ff_map.png
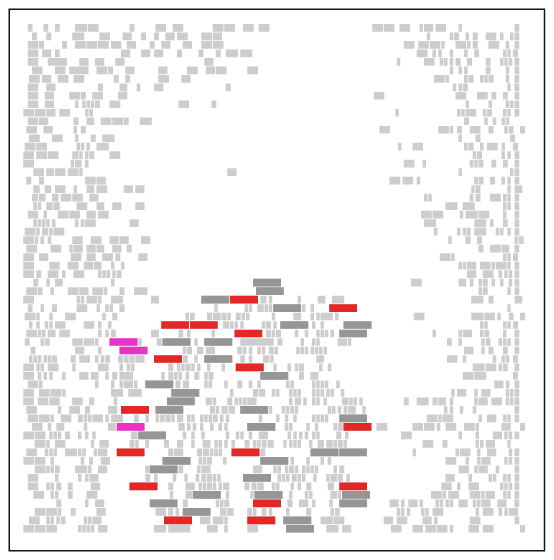
congestion_map.png
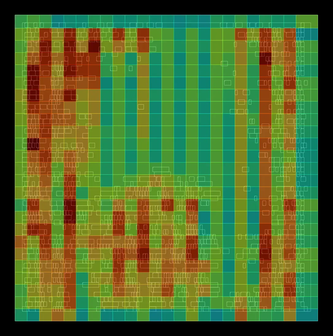
m2.png
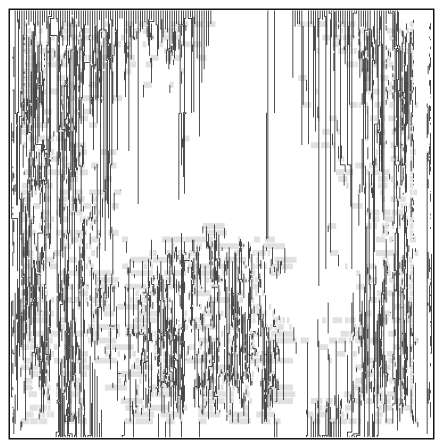
===== config.mk =====
export PLATFORM = sky130hd
export DESIGN_NAME = mem_arbiter
export DESIGN_NICKNAME = d
export VERILOG_FILES = /design/src/rtl/mem_arbiter.sv
export SDC_FILE = /design/constraint.sdc
export NUM_CORES = 1
export LEC_CHECK = 0
export ABC_AREA = 1
export CORE_AREA = 4 4 167 169
export CTS_BUF_LIST = sky130_fd_sc_hd__clkbuf_2
export DETAILED_ROUTE_END_ITERATION = 10
export DIE_AREA = 0 0 171 173
export GPL_TIMING_DRIVEN = 0
export SYNTH_ARGS = -nofsm -noshare
export SYNTH_HDL_FRONTEND = slang
export SYNTH_SLANG_ARGS = --single-unit

===== constraint.sdc =====
create_clock -name clock -period 4.7 [get_ports clock]
set_input_delay 1.41 -clock clock [delete_from_list [all_inputs] [get_ports clock]]
set_output_delay 1.41 -clock clock [all_outputs]
set_load 0.02 [all_outputs]

===== src/rtl/mem_arbiter.sv =====
// Shares the memory port between I-fetch and D-side requesters,
// tracks load tag ownership and routes tagged responses back.
module mem_arbiter #(
    parameter int ADDR_W       = 32,
    parameter int DATA_W       = 64,
    parameter int NUM_TAGS     = 16,
    parameter int STARVE_LIMIT = 4,
    localparam int TAG_W       = $clog2(NUM_TAGS)
) (
    input  logic              clock,
    input  logic              reset,
    input  logic              ic_req,
    input  logic [ADDR_W-1:0] ic_addr,
    output logic              ic_ack,
    output logic              ic_rsp_valid,
    output logic [DATA_W-1:0] ic_rsp_data,
    input  logic              dc_req,
    input  logic              dc_store,
    input  logic [ADDR_W-1:0] dc_addr,
    input  logic [DATA_W-1:0] dc_wdata,
    output logic              dc_ack,
    output logic              dc_rsp_valid,
    output logic [DATA_W-1:0] dc_rsp_data,
    input  logic              squash_ic,
    output logic [1:0]        proc2mem_command,
    output logic [ADDR_W-1:0] proc2mem_addr,
    output logic [DATA_W-1:0] proc2mem_data,
    input  logic [TAG_W-1:0]  mem2proc_transaction_tag,
    input  logic [DATA_W-1:0] mem2proc_data,
    input  logic [TAG_W-1:0]  mem2proc_data_tag,
    output logic              tag_error
);

    localparam int SW = $clog2(STARVE_LIMIT + 1);
    localparam logic [SW-1:0] LIMIT = SW'(STARVE_LIMIT);

    localparam logic [1:0] CMD_NONE  = 2'd0;
    localparam logic [1:0] CMD_LOAD  = 2'd1;
    localparam logic [1:0] CMD_STORE = 2'd2;

    logic [SW-1:0]       starve_cnt;
    logic [NUM_TAGS-1:0] tag_valid;
    logic [NUM_TAGS-1:0] tag_owner_ic;
    logic [NUM_TAGS-1:0] tag_squashed;
    logic [NUM_TAGS-1:0] valid_next;
    logic [NUM_TAGS-1:0] owner_next;
    logic [NUM_TAGS-1:0] squashed_next;

    logic sel_ic;
    logic sel_dc;
    logic accepted;
    logic load_accept;
    logic rsp_tag_nz;
    logic rsp_hit;

    // Every combinational output is qualified by reset so the port is quiet in reset.
    assign sel_ic = reset && ic_req && (!dc_req || starve_cnt == LIMIT);
    assign sel_dc = reset && dc_req && !sel_ic;

    assign accepted    = mem2proc_transaction_tag != '0;
    assign ic_ack      = sel_ic && accepted;
    assign dc_ack      = sel_dc && accepted;
    assign load_accept = ic_ack || (dc_ack && !dc_store);

    always_comb begin
        proc2mem_command = CMD_NONE;
        proc2mem_addr    = '0;
        proc2mem_data    = '0;
        if (sel_ic) begin
            proc2mem_command = CMD_LOAD;
            proc2mem_addr    = ic_addr;
        end else if (sel_dc) begin
            proc2mem_command = dc_store ? CMD_STORE : CMD_LOAD;
            proc2mem_addr    = dc_addr;
            if (dc_store) begin
                proc2mem_data = dc_wdata;
            end
        end
    end

    assign rsp_tag_nz = reset && mem2proc_data_tag != '0;
    assign rsp_hit    = rsp_tag_nz && tag_valid[mem2proc_data_tag];

    assign ic_rsp_valid = rsp_hit && tag_owner_ic[mem2proc_data_tag]
                          && !tag_squashed[mem2proc_data_tag];
    assign dc_rsp_valid = rsp_hit && !tag_owner_ic[mem2proc_data_tag];
    assign ic_rsp_data  = ic_rsp_valid ? mem2proc_data : '0;
    assign dc_rsp_data  = dc_rsp_valid ? mem2proc_data : '0;

    // Order matters: free the responding tag, squash, then record the new load.
    always_comb begin
        valid_next    = tag_valid;
        owner_next    = tag_owner_ic;
        squashed_next = tag_squashed;
        if (rsp_tag_nz) begin
            valid_next[mem2proc_data_tag]    = 1'b0;
            squashed_next[mem2proc_data_tag] = 1'b0;
        end
        if (squash_ic) begin
            squashed_next = squashed_next | (valid_next & owner_next);
        end
        if (load_accept) begin
            valid_next[mem2proc_transaction_tag]    = 1'b1;
            owner_next[mem2proc_transaction_tag]    = sel_ic;
            squashed_next[mem2proc_transaction_tag] = sel_ic && squash_ic;
        end
    end

    always_ff @(posedge clock or negedge reset) begin
        if (!reset) begin
            tag_valid    <= '0;
            tag_owner_ic <= '0;
            tag_squashed <= '0;
            starve_cnt   <= '0;
            tag_error    <= 1'b0;
        end else begin
            tag_valid    <= valid_next;
            tag_owner_ic <= owner_next;
            tag_squashed <= squashed_next;
            if (rsp_tag_nz && !tag_valid[mem2proc_data_tag]) begin
                tag_error <= 1'b1;
            end
            if (!ic_req || ic_ack) begin
                starve_cnt <= '0;
            end else if (starve_cnt != LIMIT) begin
                starve_cnt <= starve_cnt + SW'(1);
            end
        end
    end

endmodule


==> flow_summary.yaml <==
# synthesis and place-and-route metrics
outcome:
  run_status: "finished clean"
cts:
  cts.reportedPaths.clkPinSlew_ns: 0.27
  h-tree-depth: 2
  cts_max_path_buffers: 2
  clock_sinks: 52
  hold_buffers: 0
  clock.latency.late_pin_ns: 0.44
  cts_tree: "built"
  cts_buffers: 5
  root_buffer: "clkbuf_2"
worst_setup_path:
  reg2reg_slack_ns: 2.47
  reg2reg_from: "starve_cnt[0]"
  r2r_end: "tag_squashed[2]"
  crit_arrival_ns: 3.19
  critical_path.top_delay_family: "buffers and inverters"
  slowest_stage: "clkdlybuf4s50_1"
  worstPathMaxFanout: 10
  r2r_cells: 10
  critPathBufInv: 5
  cp-end-kind: "output pin"
  cp_slowest_stage_delay_ns: 0.47
  worst-path-stages: 8
  cp-start-kind: "input port"
  crit_required_ns: 3.29
  crit_start: "ic_req"
  path_cells: "clkdlybuf4s50_1, nand2_1, inv_1, nand2_4, inv_4, clkbuf_1, a22o_1, dlygate4sd2_1"
  path_class: "input port to output pin"
grt:
  grt_first_pass_wirelength_um: 43200
  grt_max_degree: 35
  gr-total-overflow: 0
  grt_pass1_vias: 7008
  antenna_found_initial: 13
cells_and_area:
  layout.nets: 1459
  lay_top_count: "nand2_1"
  area_growth_pct: 90.0
  drive_gt1_share_pct: 19.5
  final_cells: 1601
  post-route-cell-area_mm2: 0.00882
  lay_top_cells: "nand2_1 (253), nor2_1 (209), clkdlybuf4s50_1 (201)"
synthesis:
  ys_seq_share_pct: 28.0
  synth-adder-area-share_pct: 0.539
  synth-seq-cells: 52
  synthTopLogicFamily: "simple AND/OR/NAND/NOR gates"
  synth-xor-area-share_pct: 0.377
  yosys.area_share.aoi_pct: 14.1
  simple_gate_area_share_pct: 42.3
  ys_cells: 807
  mux_share_pct: 0
  avgSynthCellArea_um2: 5.76
  synth-main-ff-cell: "dfrtp_1"
  ys_area_mm2: 0.00465
  edf_count: 0
  ys_types: 29
  synthCells: 807
  ys_warn_count: 0
  netlist_area_mm2: 0.00465
  syn_nets: 1015
  async_reset_ff_share_pct: 100
floorplan:
  fp_util_pct: 17.5
  rows: 60
  fp.dieW_um: 171
  chip_area_mm2: 0.0296
  core_area_mm2: 0.0266
  die_h_um: 173
  pin_count: 437
placement:
  post_dp_cell_area_mm2: 0.00942
  dp.cells: 1582
  dpl.hpwl_um: 27500
  gp_congestion: 0.947
  dp_slack_ns: -0.986
  portBuffers: 433
final_timing:
  finalSetupViolations: 0
  fin_crit_sh_pct: 97.9
  setup_ws_ns: 0.0991
  hold_viol: 0
  clock-skew-final_ns: 0.0186
  clock.fmax_mhz: 217
  relSlewSlack_pct: 58.4
  maxSlewViolCount: 0
  worstMarginPinSlew_ns: 0.625
  tns_ns: 0
  fin_crit_ns: 4.60
detailed_routing:
  drt_first_pass_iters: 5
  drtIter0Drc: 369
  vias_per_cell: 4.28
  ant_nets: 0
  drc_errors: 0
  routed_wl_um: 30800
power_and_ir_drop:
  powerDensity_mw_per_mm2: 183
  vdd_drop_max_mv: 0.103
  p_leak_nw: 4.90
min_path:
  hp-class: "register to register"
  min_to: "tag_error"
  hp-start: "tag_error"
  holdPathStages: 2
job:
  cap_violations: 0
  warnings: 28
-- ff_map.png (at the start) --
tag_owner_ic -> red  # flops 16
starve_cnt -> magenta  # flops 3
not colored = 33
Finished Core Util: 33.2%
fraction of area in registers: 14.7%

-- congestion_map.png (at the start) --
met3 usage: 5.60%
GRT Overall Usage: 19.4%
Global Route met1 Usage: 17.3%
drt wl/cell: 19.3 um

-- m2.png (at the start) --
share of all routed wire = 53%
longest straight run = 113 um
main direction = vertical
nets with wire on the layer = 1200
met2 Use GR: 37.8%
via count: 6847

power by group:
| group | switching [mW] | internal (mW) |
|---|---|---|
| logic | 0.427 | 0.360 |
| clock network | 0.143 | 0.0886 |
| registers | 0.0578 | 0.538 |
| total | 0.628 | 0.986 |
cell type report:
| cell class | instances | area [um2] |
|---|---|---|
| Fill cell | 3042 | 17800 |
| Timing Repair Buffer | 438 | 3560 |
| Multi-Input combinational cell | 608 | 2740 |
| Sequential cell | 52 | 1300 |
| Tap cell | 341 | 427 |
| Inverter | 97 | 367 |
| Buffer | 49 | 347 |
| Clock inverter | 3 | 42.5 |
| Clock buffer | 5 | 25.0 |
| Antenna cell | 8 | 20.0 |
stage by stage:
step | hold WS, ns | power (mW)
6_report | 0.509 | 1.61
5_1_grt | 0.542 | 1.73
4_1_cts | 0.516 | 1.63
3_5_place_dp | 0.461 | 1.44
3_3_place_gp | 0.450 | 1.43
2_1_floorplan | 0.442 | 0.991
per-layer routing:
metal	GRT usage [%]	up-vias	wire, um
met5	0	-	34
met4	11.2	4	1860
met3	5.60	60	2690
met2	37.8	382	16500
met1	17.3	3028	9790
li1	-	3373	-
sequential cells by signal (all words and copies together), names as in the netlist:
| register | flops |
|---|---|
| tag_valid | 16 |
| tag_owner_ic | 16 |
| tag_squashed | 16 |
| starve_cnt | 3 |
| tag_error | 1 |
kinds of logic (layout without fill, tap and decap cells):
logic type,Yosys count,after routing
fa+ha+maj,2,2
xor+xnor,2,2
other cells,0,8
simple gates,507,507
compound gates,97,97
buf+inv,147,592
flops,52,52
worst reg2reg max path, stage by stage, from the launching register on:
cell and delay (ns):
dfrtp_1 0.44, inv_1 0.09, ha_1 0.16, nand2_1 0.11, nand2_1 0.12, nand2_4 0.09, buf_4 0.14, o21ai_2 0.18
o21ai_0 0.21, nor3_1 0.44, o21ai_0 0.15
worst max path at each step:
| stage | to | slack [ns] |
|---|---|---|
| detailed placement | proc2mem_addr[29] | -0.99 |
| floorplan | ic_rsp_data[54] | 0.51 |
| CTS | proc2mem_data[61] | -0.006 |
| global placement | proc2mem_data[42] | -2.86 |
| finish | proc2mem_addr[6] | 0.1 |
| global route | proc2mem_data[55] | -0.01 |
timing repair:
action,4_1_cts,5_1_grt
gates resized,382,295
pin swaps,1,3
setup buffers,2,2
setup endpoints to repair,230,188
cells in the mapped netlist, types with 5 or more instances:
library cell,count,share of area (%)
a22o_1,32,6.0
and3_1,9,1.2
buf_2,16,1.7
nor2_1,223,18
inv_1,94,7.6
nand4_1,8,1.1
buf_4,5,0.81
o221ai_1,8,1.5
o22ai_1,5,0.67
nand2_1,254,21
dfrtp_1,52,28
nand3_1,6,0.65
a21oi_1,6,0.65
clkbuf_1,17,1.4
buf_6,12,2.9
o21ai_0,37,4.0
Power and IR drop assume default switching activity.
